**src/rtl/uart_pkg.sv**
```systemverilog
// Shared UART definitions: check-bit modes, receiver FSM encodings and frame length.
// Used by uart_tx and uart_rx so both ends agree on frame layout.
package uart_pkg;

    localparam int UART_CHECK_NONE = 0;
    localparam int UART_CHECK_ODD  = 1;
    localparam int UART_CHECK_EVEN = 2;

    localparam logic [2:0] RX_WAIT_IDLE = 3'd0;
    localparam logic [2:0] RX_IDLE      = 3'd1;
    localparam logic [2:0] RX_DATA      = 3'd2;
    localparam logic [2:0] RX_CHECK     = 3'd3;
    localparam logic [2:0] RX_STOP      = 3'd4;

    // Edges from the first low line sample to the valid pulse: 2 synchronizer stages plus the frame body.
    function automatic int uart_frame_len(input int data_w, input int check, input int stop_w);
        return 2 + data_w + ((check != UART_CHECK_NONE) ? 1 : 0) + stop_w;
    endfunction

endpackage

```
**src/rtl/uart_rx_sync.sv**
```systemverilog
// Two-flop synchronizer for an asynchronous single-bit input, reset to a chosen value.
// Latency: 2 clocks. No backpressure.
module uart_rx_sync #(
    parameter logic P_RST_LEVEL = 1'b1,
    parameter logic P_RST_VAL   = 1'b1
) (
    input  logic i_clk,
    input  logic i_rst,
    input  logic i_async,
    output logic o_sync
);

    logic rst_act;
    logic meta_q;
    logic sync_q;

    assign rst_act = (i_rst == P_RST_LEVEL);

    always_ff @(posedge i_clk or posedge rst_act) begin
        if (rst_act) begin
            meta_q <= P_RST_VAL;
            sync_q <= P_RST_VAL;
        end else begin
            meta_q <= i_async;
            sync_q <= meta_q;
        end
    end

    assign o_sync = sync_q;

endmodule

```
**src/rtl/uart_rx.sv**
```systemverilog
// UART receiver, one sample per bit-rate clock edge; UART_RX_ERR_DROP_EN suppresses valid on errored frames.
// Latency: valid in the cycle after edge 2+W+C+S counted from the first low line sample.
// No backpressure: the word is presented for exactly one cycle.
module uart_rx
    import uart_pkg::*;
#(
    parameter int P_SYSTEM_CLK      = 50_000_000,
    parameter int P_UART_BUADRATE   = 9600,
    parameter int P_UART_DATA_WIDTH = 8,
    parameter int P_UART_STOP_WIDTH = 1,
    parameter int P_UART_CHECK      = 0
) (
    input  logic                         i_clk,
    input  logic                         i_rst,
    input  logic                         i_uart_rx,
    output logic [P_UART_DATA_WIDTH-1:0] o_user_rx_data,
    output logic                         o_user_rx_valid,
    output logic                         o_rx_check_err,
    output logic                         o_rx_frame_err
);

    localparam int         L_W         = P_UART_DATA_WIDTH;
    localparam bit         L_HAS_CHECK = (P_UART_CHECK != UART_CHECK_NONE);
    localparam logic [3:0] L_DATA_LAST = 4'(P_UART_DATA_WIDTH - 1);
    localparam logic [3:0] L_STOP_LAST = 4'(P_UART_STOP_WIDTH - 1);

    if (P_UART_DATA_WIDTH < 5 || P_UART_DATA_WIDTH > 9) begin : g_bad_data_width
        $error("uart_rx: P_UART_DATA_WIDTH must be 5..9");
    end
    if (P_UART_STOP_WIDTH < 1 || P_UART_STOP_WIDTH > 2) begin : g_bad_stop_width
        $error("uart_rx: P_UART_STOP_WIDTH must be 1..2");
    end
    if (P_UART_CHECK < UART_CHECK_NONE || P_UART_CHECK > UART_CHECK_EVEN) begin : g_bad_check
        $error("uart_rx: P_UART_CHECK must be 0, 1 or 2");
    end
    if (P_UART_BUADRATE <= 0 || P_SYSTEM_CLK < P_UART_BUADRATE) begin : g_bad_rate
        $error("uart_rx: baud rate must be positive and not exceed the system clock");
    end

    logic           rx_s;
    logic [2:0]     state_q, state_d;
    logic [3:0]     cnt_q, cnt_d;
    logic [L_W-1:0] shift_q, shift_d;
    logic           par_q, par_d;
    logic           chk_err_q, chk_err_d;
    logic           frm_err_q, frm_err_d;
    logic [L_W-1:0] data_q, data_d;
    logic           valid_q, valid_d;
    logic           out_chk_q, out_chk_d;
    logic           out_frm_q, out_frm_d;
    logic           frm_now;

    uart_rx_sync #(
        .P_RST_LEVEL (1'b1),
        .P_RST_VAL   (1'b1)
    ) u_sync (
        .i_clk   (i_clk),
        .i_rst   (i_rst),
        .i_async (i_uart_rx),
        .o_sync  (rx_s)
    );

    assign frm_now = frm_err_q | ~rx_s;

    always_comb begin
        state_d   = state_q;
        cnt_d     = cnt_q;
        shift_d   = shift_q;
        par_d     = par_q;
        chk_err_d = chk_err_q;
        frm_err_d = frm_err_q;
        data_d    = data_q;
        valid_d   = 1'b0;
`ifdef UART_RX_ERR_DROP_EN
        out_chk_d = 1'b0;
        out_frm_d = 1'b0;
`else
        out_chk_d = out_chk_q;
        out_frm_d = out_frm_q;
`endif
        case (state_q)
            RX_WAIT_IDLE: begin
                if (rx_s) begin
                    state_d = RX_IDLE;
                end
            end
            RX_IDLE: begin
                if (!rx_s) begin
                    state_d   = RX_DATA;
                    cnt_d     = 4'd0;
                    par_d     = 1'b0;
                    chk_err_d = 1'b0;
                    frm_err_d = 1'b0;
                end
            end
            RX_DATA: begin
                // Shift in at the MSB so the first (LSB) bit ends up at bit 0.
                shift_d = {rx_s, shift_q[L_W-1:1]};
                par_d   = par_q ^ rx_s;
                if (cnt_q == L_DATA_LAST) begin
                    cnt_d   = 4'd0;
                    state_d = L_HAS_CHECK ? RX_CHECK : RX_STOP;
                end else begin
                    cnt_d = cnt_q + 4'd1;
                end
            end
            RX_CHECK: begin
                if (P_UART_CHECK == UART_CHECK_ODD) begin
                    chk_err_d = ((par_q ^ rx_s) != 1'b1);
                end else begin
                    chk_err_d = ((par_q ^ rx_s) != 1'b0);
                end
                state_d = RX_STOP;
            end
            RX_STOP: begin
                frm_err_d = frm_now;
                if (cnt_q == L_STOP_LAST) begin
                    cnt_d = 4'd0;
                    // A low stop bit may be a break; wait for the line to return high.
                    state_d = frm_now ? RX_WAIT_IDLE : RX_IDLE;
`ifdef UART_RX_ERR_DROP_EN
                    out_chk_d = chk_err_q;
                    out_frm_d = frm_now;
                    if (!(chk_err_q || frm_now)) begin
                        valid_d = 1'b1;
                        data_d  = shift_q;
                    end
`else
                    out_chk_d = chk_err_q;
                    out_frm_d = frm_now;
                    valid_d   = 1'b1;
                    data_d    = shift_q;
`endif
                end else begin
                    cnt_d = cnt_q + 4'd1;
                end
            end
            default: begin
                state_d = RX_WAIT_IDLE;
            end
        endcase
    end

    always_ff @(posedge i_clk or posedge i_rst) begin
        if (i_rst) begin
            state_q   <= RX_WAIT_IDLE;
            cnt_q     <= 4'd0;
            shift_q   <= '0;
            par_q     <= 1'b0;
            chk_err_q <= 1'b0;
            frm_err_q <= 1'b0;
            data_q    <= '0;
            valid_q   <= 1'b0;
            out_chk_q <= 1'b0;
            out_frm_q <= 1'b0;
        end else begin
            state_q   <= state_d;
            cnt_q     <= cnt_d;
            shift_q   <= shift_d;
            par_q     <= par_d;
            chk_err_q <= chk_err_d;
            frm_err_q <= frm_err_d;
            data_q    <= data_d;
            valid_q   <= valid_d;
            out_chk_q <= out_chk_d;
            out_frm_q <= out_frm_d;
        end
    end

    assign o_user_rx_data  = data_q;
    assign o_user_rx_valid = valid_q;
    assign o_rx_check_err  = out_chk_q;
    assign o_rx_frame_err  = out_frm_q;

endmodule

```
**config.mk**
```make
export PLATFORM = sky130hd
export DESIGN_NAME = uart_rx
export DESIGN_NICKNAME = d
export VERILOG_FILES = /design/src/rtl/uart_pkg.sv /design/src/rtl/uart_rx_sync.sv /design/src/rtl/uart_rx.sv
export SDC_FILE = /design/constraint.sdc
export NUM_CORES = 1
export LEC_CHECK = 0
export CORE_UTILIZATION = 50
export CTS_BUF_LIST = sky130_fd_sc_hd__clkbuf_2
export DETAILED_ROUTE_END_ITERATION = 10
export GPL_TIMING_DRIVEN = 1
export PLACE_DENSITY = 0.71
export SYNTH_ARGS = -nofsm -noshare
export SYNTH_HDL_FRONTEND = slang
export SYNTH_SLANG_ARGS = --single-unit
```
**constraint.sdc**
```tcl
create_clock -name i_clk -period 2 [get_ports i_clk]
set_clock_uncertainty 0.15 [all_clocks]
set_input_delay 0.3 -clock i_clk [delete_from_list [all_inputs] [get_ports i_clk]]
set_output_delay 0.3 -clock i_clk [all_outputs]
set_load 0.05 [all_outputs]
```
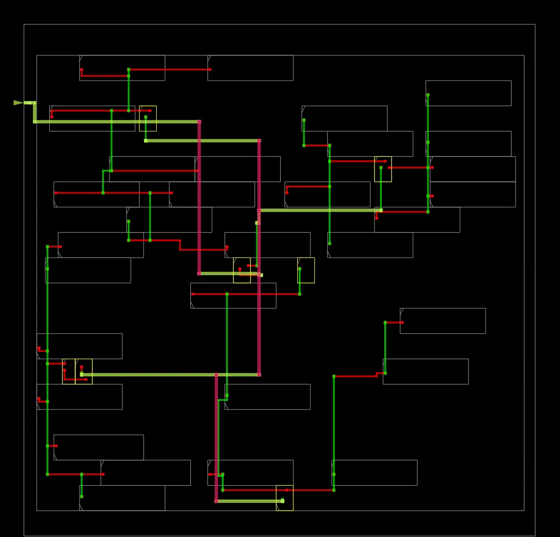
Figure 1: the clock network.
Insertion Delay late pin: 0.38 ns
Clock buffer cells: 5

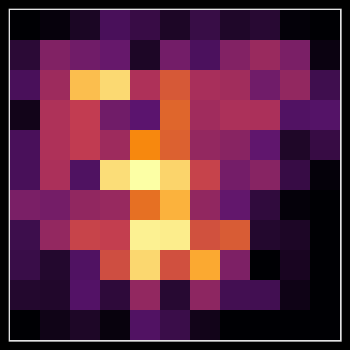
Figure 2: signal metal coverage by tile.
Drawn at 6 px/um. The die is cut into 11 by 11 equal tiles; black is low, pale yellow is high, scaled to the fullest tile. Values are wire area over tile area, all layers added.
tiles over half the peak = 20%
densest ninth of the die = centre
fullest tile = 0.41
emptiest ninth of the die = lower right
mean over tiles = 0.13

==> flow_metrics.rpt <==
PHYSICAL IMPLEMENTATION REPORT
----------------------------------------------------
[Floorplan]
  CORE AREA ........................ 0.00257 mm^2
  FP Core Util ........................ 54.7%
  Total number of placement rows ........................ 18
  Die span in y ........................ 55.0 um
  Total die size ........................ 0.00303 mm^2
  Well Taps ........................ 30

[Synthesis]
  Synthesized area divided by synthesized cell count ........................ 12.8 um^2
  Post-synth tally of flip-flops with integrated enable ........................ 0
  FFs w/ async S/R, synth ........................ 100%
  Cell count in the Yosys report ........................ 110
  Sequential-to-total area share from yosys stat ........................ 55.4%
  Synthesized Nets ........................ 115
  Cells after synthesis ........................ 110
  Area of the mapped netlist ........................ 0.00141 mm^2
  Dominant register cell in the synthesized netlist ........................ sky130_fd_sc_hd__dfrtp_1
  Ys Warns ........................ 0
  Number of unique standard cell types used by synthesis ........................ 38
  Synth Register Bits ........................ 31

[STA]
  Maximum frequency from static timing analysis ........................ 553 MHz
  Ratio of final minimum period to clock period ........................ 90.4%
  Final Max Slew Viols ........................ 0
  Post-route setup TNS ........................ 0 ns
  Number of failing setup endpoints in the final timing report ........................ 0
  Final-layout worst hold slack ........................ 0.150 ns
  Worst slew margin ........................ 66.4%
  Crit path time final ........................ 1.81 ns
  RSZ-0062 raised after global routing ........................ false
  Final hold violation count ........................ 0
  Transition at the pin with the smallest max-transition slack ........................ 0.503 ns

[Finish]
  Sequential fraction of total cell area ........................ 49.2%
  Final standard cell count with taps included and fillers excluded ........................ 158
  Total of plain and repair buffers excluding clock buffers ........................ 16
  Most frequent logic cell in the layout ........................ sky130_fd_sc_hd__dfrtp_1
  Mi-comb count ........................ 67
  Storage element area ........................ 778 um^2
  Area used by multi-input combinational logic ........................ 562 um^2
  Commonest non-fill, non-tap cells in the layout ........................ sky130_fd_sc_hd__dfrtp_1 (29), sky130_fd_sc_hd__dlygate4sd2_1 (10), sky130_fd_sc_hd__mux2_1 (9)
  Num sequential ........................ 31
  Area share of buffers outside the clock network ........................ 9.03%
  Combinational share of cell area ........................ 35.6%
  Fraction of final layout cells sized beyond drive strength 1 ........................ 17.2%
  Fill cells ........................ 215
  Clock buffers and inverters, area share ........................ 2.14%
  Area growth from synthesis to layout ........................ 12.5%
  Number of antenna diodes ........................ 0
  Non-Clock Inverter Count ........................ 7

[Global routing]
  Total grt overflow ........................ 0
  Global-route wire length before repair ........................ 3850 um
  Largest net degree at the start of global routing ........................ 32
  Initial antenna violation count ........................ 0
  All-Layer GR Usage ........................ 19.4%

[Clock network]
  CTS H-tree lvls ........................ 2
  Clock Pin Slew Worst Setup and Hold Paths ........................ 0.16 ns
  TritonCTS buffer count ........................ 5
  Cell resize tally after clock tree synthesis ........................ 10
  # clock sinks ........................ 31
  Root Driver ........................ sky130_fd_sc_hd__clkbuf_2
  Post CTS Setup Buffer Count ........................ 0
  Maximum root-to-sink buffer count ........................ 2
  Clock tree from TritonCTS ........................ yes
  Number of hold buffers added after cts ........................ 0

[Worst setup path]
  Critical path capture point type ........................ flop
  Crit path buffers/inverters ........................ 0
  Timing endpoint of the critical path ........................ cnt_q[0]
  Max stage delay cell, worst path ........................ sky130_fd_sc_hd__or3b_4
  RR Startpoint ........................ state_q[0]
  Worst Path Max Fanout ........................ 12
  Cell breakdown of the critical path ........................ or3b_4 -> a31oi_2 -> nor2_1 -> mux2i_1
  CP Class ........................ reg -> reg
  Origin of the worst setup path ........................ state_q[0]
  Highest cell delay on the worst timing path ........................ 0.55 ns
  Startpoint type of the worst setup path ........................ flop
  CP Data Required Time ........................ 2.17 ns
  Data arrival time at the worst-slack endpoint ........................ 1.98 ns
  Number of cells on the critical path ........................ 4
  Top cell family by delay on the critical path ........................ simple AND/OR/NAND/NOR gates
  Slack of the worst reg-to-reg path ........................ 0.19 ns
  Depth of the worst register-to-register path ........................ 4
  Critical register-to-register path endpoint ........................ cnt_q[0]

[Min path]
  Path category of the worst min-delay check ........................ in -> async

[Outcome]
  Outcome ........................ completed

[Drt]
  Post-route DRC violation count ........................ 0
  Number of routed nets with antenna violations ........................ 0
  Via count of the routed design ........................ 905
  First-pass iteration count of the detailed router ........................ 4
  Mean number of vias per cell ........................ 5.73
  Total wirelength of the detailed-routed design ........................ 2370 um
  Average detailed-routed wire length per instance ........................ 15.0 um

[Placed design]
  Port-buffer cells ........................ 13
  Total half-perimeter wirelength after legalization and detailed placement ........................ 1530 um
  Weighted congestion reported at the end of routability-driven placement ........................ 0.765

[Pwr]
  Peak supply drop ........................ 0.00103 V
  Overall power after layout ........................ 2.39 mW
  Power density normalized to cell area ........................ 1520 mW/mm^2
  Lkg Pwr ........................ 0.844 nW

[Run]
  Number of max-cap violations ........................ 0

----------------------------------------------------
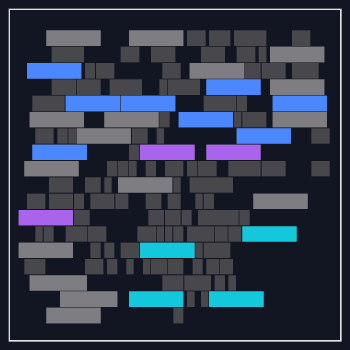
Figure 3: sequential cells grouped by signal name.
Drawn at 6 px/um. Other sequential cells in the stronger grey, the rest of the logic in the fainter grey.
cnt_q -> cyan  # flops 4, where bottom centre
state_q -> purple  # flops 3
shift_q -> blue  # flops 8
not coloured = 16

[cells by family after synthesis]
logic type	synth area share, %
compound gates	10.6
xor+xnor	0.623
fa+ha+maj	1.78
buf+inv	4.63
flops	55.4
mux	15.4
simple gates	11.6
[per-stage QoR]
step	worst slack, ns	util, %	cell area (um^2)
2_1_floorplan	0.298	-	1410
3_3_place_gp	0.255	60.6	1560
3_5_place_dp	0.216	60.6	1560
4_1_cts	0.0107	61.5	1580
5_1_grt	0.0849	61.5	1580
6_report	0.192	61.5	1580
[cells in the mapped netlist, types with 2 or more instances]
cell type	n	area, um^2
sky130_fd_sc_hd__dfstp_2	2	52.6
sky130_fd_sc_hd__buf_6	2	22.5
sky130_fd_sc_hd__ha_1	2	25.0
sky130_fd_sc_hd__o21ai_1	4	20.0
sky130_fd_sc_hd__dfrtp_1	29	726
sky130_fd_sc_hd__nor2_1	6	22.5
sky130_fd_sc_hd__nor3_1	2	10.0
sky130_fd_sc_hd__nand2b_1	2	12.5
sky130_fd_sc_hd__a21o_1	2	15.0
sky130_fd_sc_hd__inv_1	7	26.3
sky130_fd_sc_hd__a21oi_1	5	25.0
sky130_fd_sc_hd__nand2_1	4	15.0
sky130_fd_sc_hd__or3b_1	2	17.5
sky130_fd_sc_hd__mux2_4	7	105
sky130_fd_sc_hd__o21ai_0	3	15.0
sky130_fd_sc_hd__mux2_1	9	101
[per-layer routing]
metal  track usage (%)  vias to the layer above  part of all wire, %
li1                  -                      427                    -
met1              23.7                      454                   45
met2              28.5                       17                   48
met3              9.02                        7                  5.0
met4              10.0                        0                  2.3
met5                 0                        -                    0
[power by group]
| part | switching [mW] | internal [mW] |
|---|---|---|
| Clock | 0.207 | 0.0736 |
| Sequential | 0.172 | 0.844 |
| Combinational | 0.654 | 0.444 |
| Total | 1.03 | 1.36 |
Power figures rest on the tool's default switching activity, not on a simulated workload.
